<file path="config.mk">
export PLATFORM = sky130hd
export DESIGN_NAME = alu_req_arbiter
export DESIGN_NICKNAME = d
export VERILOG_FILES = /design/src/rtl/alu_pkg.sv /design/src/rtl/rr_arb2.sv /design/src/rtl/alu_req_arbiter.sv
export SDC_FILE = /design/constraint.sdc
export NUM_CORES = 1
export LEC_CHECK = 0
export CAP_MARGIN = 20
export CORE_ASPECT_RATIO = 1.2
export CORE_MARGIN = 5
export CORE_UTILIZATION = 36
export CTS_CLUSTER_DIAMETER = 100
export DETAILED_ROUTE_END_ITERATION = 10
export PLACE_DENSITY_LB_ADDON = 0.2
export SYNTH_ARGS = -nofsm -noshare
export SYNTH_HDL_FRONTEND = slang
export SYNTH_HIERARCHICAL = 1
export SYNTH_SLANG_ARGS = --single-unit
</file>
<file path="constraint.sdc">
create_clock -name clk -period 1.99 [get_ports clk]
set_input_delay 0.398 -clock clk [delete_from_list [all_inputs] [get_ports clk]]
set_output_delay 0.398 -clock clk [all_outputs]
set_load 0.01 [all_outputs]
</file>
<file path="src/rtl/alu_pkg.sv">
// Opcode constants and FSM encoding shared by the ALU request arbiter.
package alu_pkg;

    localparam logic [1:0] OP_AND = 2'b00;
    localparam logic [1:0] OP_OR  = 2'b01;
    localparam logic [1:0] OP_ADD = 2'b10;
    localparam logic [1:0] OP_ILL = 2'b11;

    typedef enum logic [1:0] {
        ST_IDLE  = 2'd0,
        ST_ISSUE = 2'd1,
        ST_RESP  = 2'd2
    } state_t;

    function automatic logic op_legal(input logic [1:0] sel);
        return sel != OP_ILL;
    endfunction

endpackage

</file>
<file path="src/rtl/rr_arb2.sv">
// Two-input round-robin grant; a tie goes to the requester not granted last.
module rr_arb2 (
    input  logic       clk,
    input  logic       rst_n,
    input  logic [1:0] req,
    input  logic       take,
    output logic [1:0] gnt
);

    logic last_grant;

    always_comb begin
        gnt = req;
        if (req == 2'b11) gnt = last_grant ? 2'b01 : 2'b10;
    end

    // Reset to 1 so requester 0 wins the first tie.
    always_ff @(posedge clk or negedge rst_n) begin
        if (!rst_n)    last_grant <= 1'b1;
        else if (take) last_grant <= gnt[1];
    end

endmodule

</file>
<file path="src/rtl/alu_req_arbiter.sv">
// Front end for a shared combinational ALU: arbitrates two requesters,
// issues one operation at a time and holds the tagged result until accepted.
module alu_req_arbiter
    import alu_pkg::*;
#(
    parameter int WIDTH = 4
) (
    input  logic             clk,
    input  logic             rst_n,
    input  logic             req0_valid,
    output logic             req0_ready,
    input  logic [WIDTH-1:0] req0_a,
    input  logic [WIDTH-1:0] req0_b,
    input  logic [1:0]       req0_sel,
    input  logic             req1_valid,
    output logic             req1_ready,
    input  logic [WIDTH-1:0] req1_a,
    input  logic [WIDTH-1:0] req1_b,
    input  logic [1:0]       req1_sel,
    output logic [WIDTH-1:0] alu_a,
    output logic [WIDTH-1:0] alu_b,
    output logic [1:0]       alu_sel,
    input  logic [WIDTH-1:0] alu_out,
    input  logic             alu_carry,
    output logic             resp_valid,
    input  logic             resp_ready,
    output logic [WIDTH-1:0] resp_out,
    output logic             resp_carry,
    output logic             resp_id,
    output logic             resp_err
);

    state_t           state;
    logic [WIDTH-1:0] op_a, op_b;
    logic [1:0]       op_sel;
    logic             op_id;
    logic [1:0]       arb_req, gnt;
    logic             take;

    // Requests are only visible to the arbiter while idle, so ready is 0 elsewhere.
    assign arb_req    = {req1_valid, req0_valid} & {2{state == ST_IDLE}};
    assign take       = |gnt;
    assign req0_ready = gnt[0];
    assign req1_ready = gnt[1];

    rr_arb2 u_arb (
        .clk   (clk),
        .rst_n (rst_n),
        .req   (arb_req),
        .take  (take),
        .gnt   (gnt)
    );

    // The ALU sees zeros except while a legal operation is in flight.
    always_comb begin
        alu_a   = '0;
        alu_b   = '0;
        alu_sel = OP_AND;
        if (state == ST_ISSUE && op_legal(op_sel)) begin
            alu_a   = op_a;
            alu_b   = op_b;
            alu_sel = op_sel;
        end
    end

    always_ff @(posedge clk or negedge rst_n) begin
        if (!rst_n) begin
            state      <= ST_IDLE;
            op_a       <= '0;
            op_b       <= '0;
            op_sel     <= OP_AND;
            op_id      <= 1'b0;
            resp_valid <= 1'b0;
            resp_out   <= '0;
            resp_carry <= 1'b0;
            resp_id    <= 1'b0;
            resp_err   <= 1'b0;
        end else begin
            case (state)
                ST_IDLE: begin
                    if (take) begin
                        op_a   <= gnt[1] ? req1_a   : req0_a;
                        op_b   <= gnt[1] ? req1_b   : req0_b;
                        op_sel <= gnt[1] ? req1_sel : req0_sel;
                        op_id  <= gnt[1];
                        state  <= ST_ISSUE;
                    end
                end
                ST_ISSUE: begin
                    resp_out   <= op_legal(op_sel) ? alu_out : '0;
                    resp_carry <= (op_sel == OP_ADD) && alu_carry;
                    resp_err   <= !op_legal(op_sel);
                    resp_id    <= op_id;
                    resp_valid <= 1'b1;
                    state      <= ST_RESP;
                end
                ST_RESP: begin
                    if (resp_ready) begin
                        resp_valid <= 1'b0;
                        state      <= ST_IDLE;
                    end
                end
                default: state <= ST_IDLE;
            endcase
        end
    end

endmodule
</file>
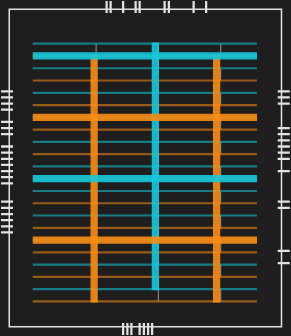
Fig. 1. Floorplan with the power grid (run 1).
Pins as bars on the die edge. Tap cells in grey.
Key: orange = VSS; cyan = VDD
4 straps on met5. 3 straps on met4. 34 tap cells.
core area: 0.002838 mm2
die span in y: 70.03 um
DIE WIDTH: 60.03 um

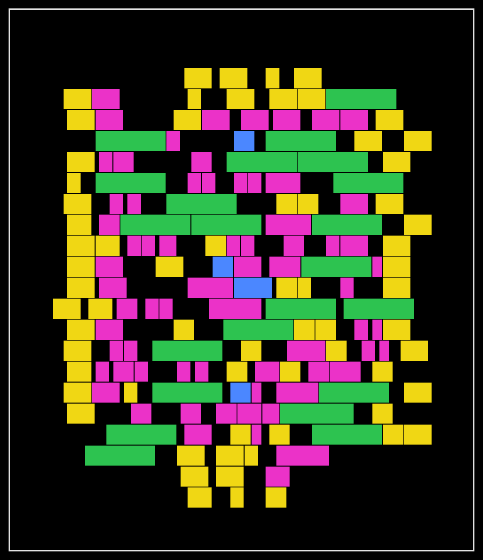
Fig. 2. Cell classes on the final placement (run 1).
Key: magenta = all other logic [cells 68]; blue = clock drivers and dummy loads [cells 4]; green = flops [cells 22]; yellow = other buffers and delay cells [cells 66]

==> metrics.cfg, run 1 <==
[layout]
clock_buffers = 4
seqCellArea_um2 = 551.8
mostFrequentLayoutCell = clkdlybuf4s50_1
logic_gates = 65
seq_cells = 22
antenna_cells = 0
drive_above_1_share_pct = 33.75
top_regs = op_a: 4 flops, op_b: 4 flops, resp_out: 4 flops
largest_class = buffers
fin_cells = 194
lay_top_cells = clkdlybuf4s50_1 (37), a21oi_1 (23), dfrtp_1 (21)
inv_count = 3
nets = 191
syn2layout_area_growth_pct = 61.34
comb_share_pct = 30.13
sh_seq_area_pct = 31.64
final_util_pct = 61.46
buffers = 66
final-clk-cell-share_pct = 2.080
post-route-cell-area_mm2 = 0.001744
final-comb-area_um2 = 525.5
fill_cells = 245

[sta]
finalSetupViolations = 0
rsz0062_at_grt = false
finalMaxSlewViolations = 0
maxSlewHeadroom_pct = 80.83
hold_slack_ns = 0.4217
fmax_mhz = 530.1
tightest_slew_ns = 0.2876
timing.final.crit_share_pct = 94.80
hold_violations = 0
finalWorstSetupSlack_ns = 0.1035
period_needed_ns = 1.886
setup_tns_ns = 0

[synthesis]
ys_seq_elements = 22
netlist_area_mm2 = 0.001081
yosysCellCount = 95
syn-num-nets = 125
ys_area_mm2 = 0.001081
yosysSeqAreaShare_pct = 51.04
yosysUniqueCellTypes = 23
top_cells_by_area = dfrtp_1 (49%), a21oi_1 (11%), mux2i_1 (9.3%), and2_2 (5.6%), a22o_2 (4.6%)
topCombFamilyByArea = AND-OR/OR-AND gates
edf_count = 0
syn_area_per_cell_um2 = 11.38
synthAoiAreaFrac_pct = 19.79
synthCells = 95
common_cells = a21oi_1 (23), dfrtp_1 (21), mux2i_1 (10)
yosys_warnings = 6
synthAdderAreaFrac_pct = 0
mux_share_pct = 11.69
xor_area_share_pct = 0
top_area_cell = dfrtp_1
async_reset_ff_share_pct = 100.0
synth.most_common_cell = a21oi_1
top_area_share_pct = 48.61
synthFlopType = dfrtp_1
simple_gate_share_pct = 11.92

[place]
portBuffers = 49
place_area_mm2 = 0.001652
gp_congestion = 0.6897
detailed_place_hpwl_mm = 1.987
place_ws_ns = -0.2353
dpl.cell_count = 182

[run_status]
status = complete, no violations

[pwr]
power_frac_seq_pct = 33.0
power.total_uw = 2465
power.share.clock_pct = 9.9
power_leader = combinational logic
p_switching_uw = 919.5
p_leak_uw = 0.0007894
pwr-share-comb_pct = 57.1
powerDensity_mw_per_mm2 = 1414
ir_worst_vdd_uv = 841.2
p_int_uw = 1546
comb_power_uw = 1410

[route]
wl_per_cell_um = 14.61
routedLengthMet1_mm = 1.185
dr.first_iter.drc_count = 17
dr_total_vias = 948
wl_mm = 2.834
highest_layer = met4
firstDrtPassIters = 4
drc = 0
ant_nets = 0
wl_met3_um = 230
via_per_inst = 4.887
wl_met2_mm = 1.398

[cts]
cts_buffer_depth = 2
clk_latency_ns = 0.31
htreeDepth = 1
post_cts_resized = 29
cts_tree = done
cts_root_buf = clkbuf_4
cts.sinks = 22
cts.clk_slew.worst_paths_ns = 0.12
cts_hold_buf = 0
cts_buffers = 3
post_cts_buffers = 7

[worst_setup_path]
crit_type = reg2out
startpoint_type = register
cp-startpoint = state[0]$_DFFE_PN0P_
max_stage_delay_ns = 0.40
crit_cells = 5
timing.rr.end = op_a[3]$_DFFE_PN0P_
reg2reg_slack_ns = 0.17
crit_buf_inv = 2
crit_family = flip-flops
cp-endpoint = req0_ready
cp_slowest_cell = dfrtp_1
crit_required_ns = 1.59
crit_arrival_ns = 1.49
crit_chain = buf_4 > nor2_4 > and2_4 > a21boi_4 > buf_2
path_max_fanout = 3
cp-end-kind = output pin

[global_route]
grt_util_met2_pct = 23.20
antenna_found_initial = 0
grt_pass1_vias = 1030
gr-usage-met1_pct = 17.78
gr-usage-all-layers_pct = 14.54
grtUsageMet3_pct = 4.420
grt-ovfl-total = 0
grt_max_degree = 23
grt_pass1_wl_mm = 4.733
busiest_layer = met2

[floorplan]
std_cell_rows = 21
dieArea_mm2 = 0.004204
fp_util_pct = 38.10
num_io_pins = 50

[hold_path]
hold_path.class = in2async

[run]
maxCapViolCount = 0
warning_count = 27

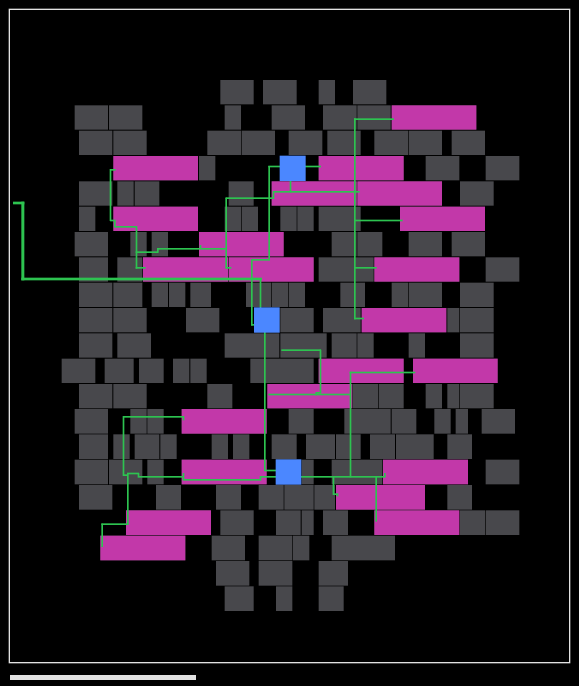
Fig. 3. Routed clock nets over the placement (run 1).
Scale bar: 20 um.
Key: green = clock wires [length 261 um]; magenta = flip-flops [count 22]; blue = cells driving clock nets [count 3]
There are 4 routed clock nets.
clock skew: 0.005575 ns
Clk. pwr: 245 uW

Fig. 4: run 1, routing congestion map
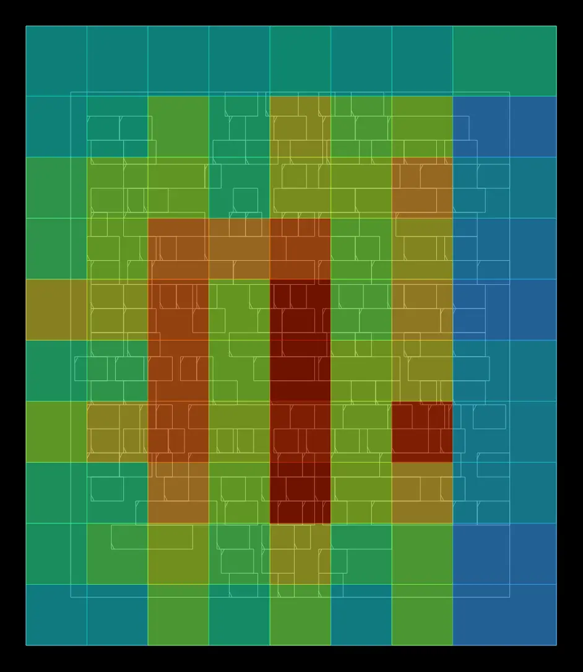

==> inputs of run 2 (changes only) <==
--- a/config.mk
+++ b/config.mk
@@ -9,7 +9,6 @@
 export CORE_ASPECT_RATIO = 1.2
 export CORE_MARGIN = 5
 export CORE_UTILIZATION = 36
-export CTS_CLUSTER_DIAMETER = 100
 export DETAILED_ROUTE_END_ITERATION = 10
 export PLACE_DENSITY_LB_ADDON = 0.2
 export SYNTH_ARGS = -nofsm -noshare
==> constraint.sdc (replaced) <==
create_clock -name clk -period 1.99 [get_ports clk]
set_input_delay 0.398 -clock clk [delete_from_list [all_inputs] [get_ports clk]]
set_output_delay 0.398 -clock clk [all_outputs]
set_load 0.005 [all_outputs]
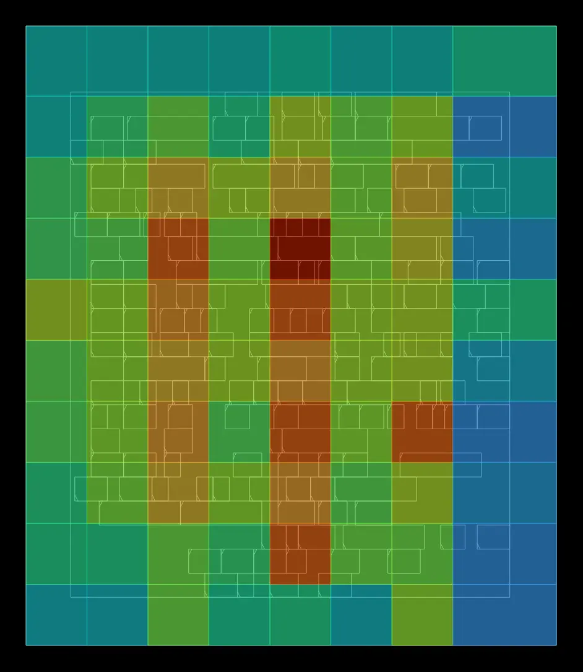
Fig. 5. Routing congestion map (run 2).
post-DR wirelength/cell: 14.15 um
Top Usage Layer GRT: met2
routing usage on met2: 22.84%

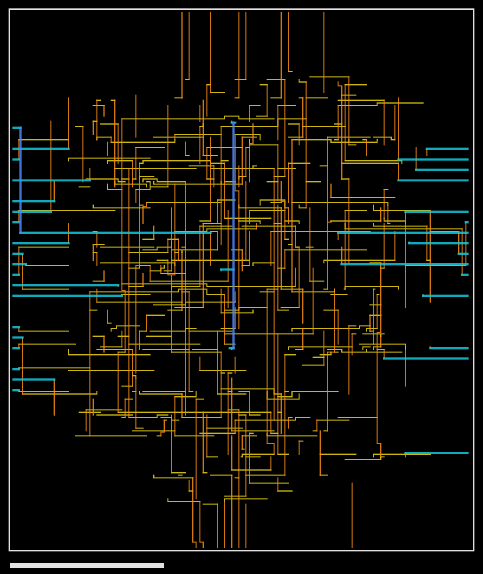
Fig. 6. Routed metal, one colour a layer (run 2).
Scale bar: 20 um.
Key: blue = met4 [wire length 42.8 um]; yellow = met1 [wire length 1150 um]; orange = met2 [wire length 1330 um]; cyan = met3 [wire length 214 um]

==> metrics.cfg, run 2 <==
[layout]
mostFrequentLayoutCell = clkdlybuf4s50_1
nets = 190  ; -0.52%
drive_above_1_share_pct = 30.19  ; -3.6 points
final-comb-area_um2 = 511.7  ; -2.6%
largest_class = buffers
seqCellArea_um2 = 553.0  ; +0.23%
buffers = 65  ; -1.5%
final-clk-cell-share_pct = 2.074  ; -0.0060 points
logic_gates = 65  ; unchanged
sh_seq_area_pct = 31.62  ; about the same
fin_cells = 193  ; -0.52%
final_util_pct = 61.64  ; +0.18 points
clock_buffers = 4  ; unchanged
inv_count = 3  ; unchanged
lay_top_cells = clkdlybuf4s50_1 (37), a21oi_1 (23), dfrtp_1 (20)
syn2layout_area_growth_pct = 61.81
comb_share_pct = 29.26  ; -0.87 points
post-route-cell-area_mm2 = 0.001749  ; +0.29%
antenna_cells = 0  ; unchanged

[route]
drc = 0  ; unchanged
firstDrtPassIters = 4  ; unchanged
routedLengthMet1_mm = 1.149  ; -3.0%
ant_nets = 0  ; unchanged
wl_met2_mm = 1.325  ; -5.2%
highest_layer = met4
wl_met3_um = 213  ; -7.4%
dr_total_vias = 953  ; +0.53%
wl_mm = 2.730  ; -3.7%

[pwr]
powerDensity_mw_per_mm2 = 1355  ; -4.1%
power_leader = combinational logic
pg_clk_uw = 243  ; about the same
p_int_uw = 1538  ; -0.50%
ir_worst_vdd_uv = 634.7  ; -25%
power_frac_seq_pct = 34.9  ; +1.9 points
comb_power_uw = 1300  ; -8%
p_switching_uw = 832.4  ; -9.5%

[worst_setup_path]
crit_type = reg2out
cp-endpoint = req0_ready
startpoint_type = register
cp_slowest_cell = dfrtp_2
cp-startpoint = state[0]$_DFFE_PN0P_
reg2reg_slack_ns = 0.22  ; +0.05 ns
crit_required_ns = 1.59  ; about the same
cp-end-kind = output pin
max_stage_delay_ns = 0.46  ; +0.06 ns
path_max_fanout = 4  ; +1
crit_chain = nor2_2 > and2_1 > a21boi_2 > dlygate4sd2_1
timing.rr.end = op_a[3]$_DFFE_PN0P_
crit_family = flip-flops

[floorplan]
dieArea_mm2 = 0.004204  ; unchanged
num_io_pins = 50  ; unchanged
std_cell_rows = 21  ; unchanged
fp_util_pct = 38.10  ; unchanged

[sta]
finalWorstSetupSlack_ns = 0.06114  ; -0.04238 ns
tightest_slew_ns = 0.3173  ; +0.02970 ns
hold_violations = 0  ; unchanged
hold_slack_ns = 0.4319  ; +0.01020 ns
fmax_mhz = 518.4  ; -2.2%
setup_tns_ns = 0  ; unchanged
period_needed_ns = 1.929  ; +0.04238 ns
timing.final.crit_share_pct = 96.93  ; +2.1 points
rsz0062_at_grt = true
finalSetupViolations = 0  ; unchanged
finalMaxSlewViolations = 0  ; unchanged

[place]
place_area_mm2 = 0.001640  ; -0.68%
gp_congestion = 0.7175  ; +4.0%
place_ws_ns = -0.1598  ; +0.07544 ns

[global_route]
antenna_found_initial = 0  ; unchanged
grt_pass1_wl_mm = 4.547  ; -3.9%
grt_pass1_vias = 1028  ; -0.19%
grt_max_degree = 23  ; unchanged
grtUsageMet3_pct = 4.052  ; -0.37 points
gr-usage-all-layers_pct = 13.87  ; -0.67 points
grt-ovfl-total = 0  ; unchanged

[synthesis]
yosysCellCount = 95  ; unchanged
ys_area_mm2 = 0.001081  ; unchanged
yosys_warnings = 6  ; unchanged
synthAdderAreaFrac_pct = 0  ; unchanged
synthFlopType = dfrtp_1
top_cells_by_area = dfrtp_1 (49%), a21oi_1 (11%), mux2i_1 (9.3%), and2_2 (5.6%), a22o_2 (4.6%)
async_reset_ff_share_pct = 100.0  ; unchanged
syn_area_per_cell_um2 = 11.38  ; unchanged
mux_share_pct = 11.69  ; unchanged
syn-num-nets = 125  ; unchanged
synthAoiAreaFrac_pct = 19.79  ; unchanged
yosysSeqAreaShare_pct = 51.04  ; unchanged
simple_gate_share_pct = 11.92  ; unchanged
top_area_cell = dfrtp_1
common_cells = a21oi_1 (23), dfrtp_1 (21), mux2i_1 (10)
edf_count = 0  ; unchanged
yosysUniqueCellTypes = 23  ; unchanged
netlist_area_mm2 = 0.001081  ; unchanged
ys_seq_elements = 22  ; unchanged
top_area_share_pct = 48.61  ; unchanged

[hold_path]
hold_path.class = in2async

[run]
maxCapViolCount = 0  ; unchanged

[cts]
post_cts_buffers = 6  ; -1
cts_root_buf = clkbuf_4
htreeDepth = 1  ; unchanged
cts_hold_buf = 0  ; unchanged
cts_tree = done
post_cts_resized = 26  ; -10%
cts.sinks = 22  ; unchanged

[run_status]
status = complete, no violations

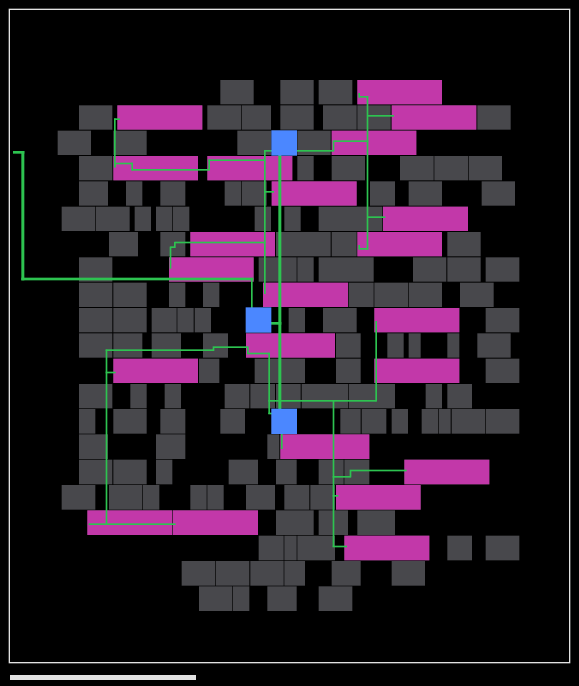
Fig. 7. Routed clock nets over the placement (run 2).
Scale bar: 20 um.
Key: magenta = flip-flops [count 22]; blue = cells driving clock nets [count 3]; green = clock wires [length 267 um]
There are 4 routed clock nets.
clock network fraction of design power: 10.3%
clock skew: 0.004417 ns
clock insertion delay at the later pin of the skew report: 0.30 ns

No activity file was given, so power comes from the tool's default toggle rates.
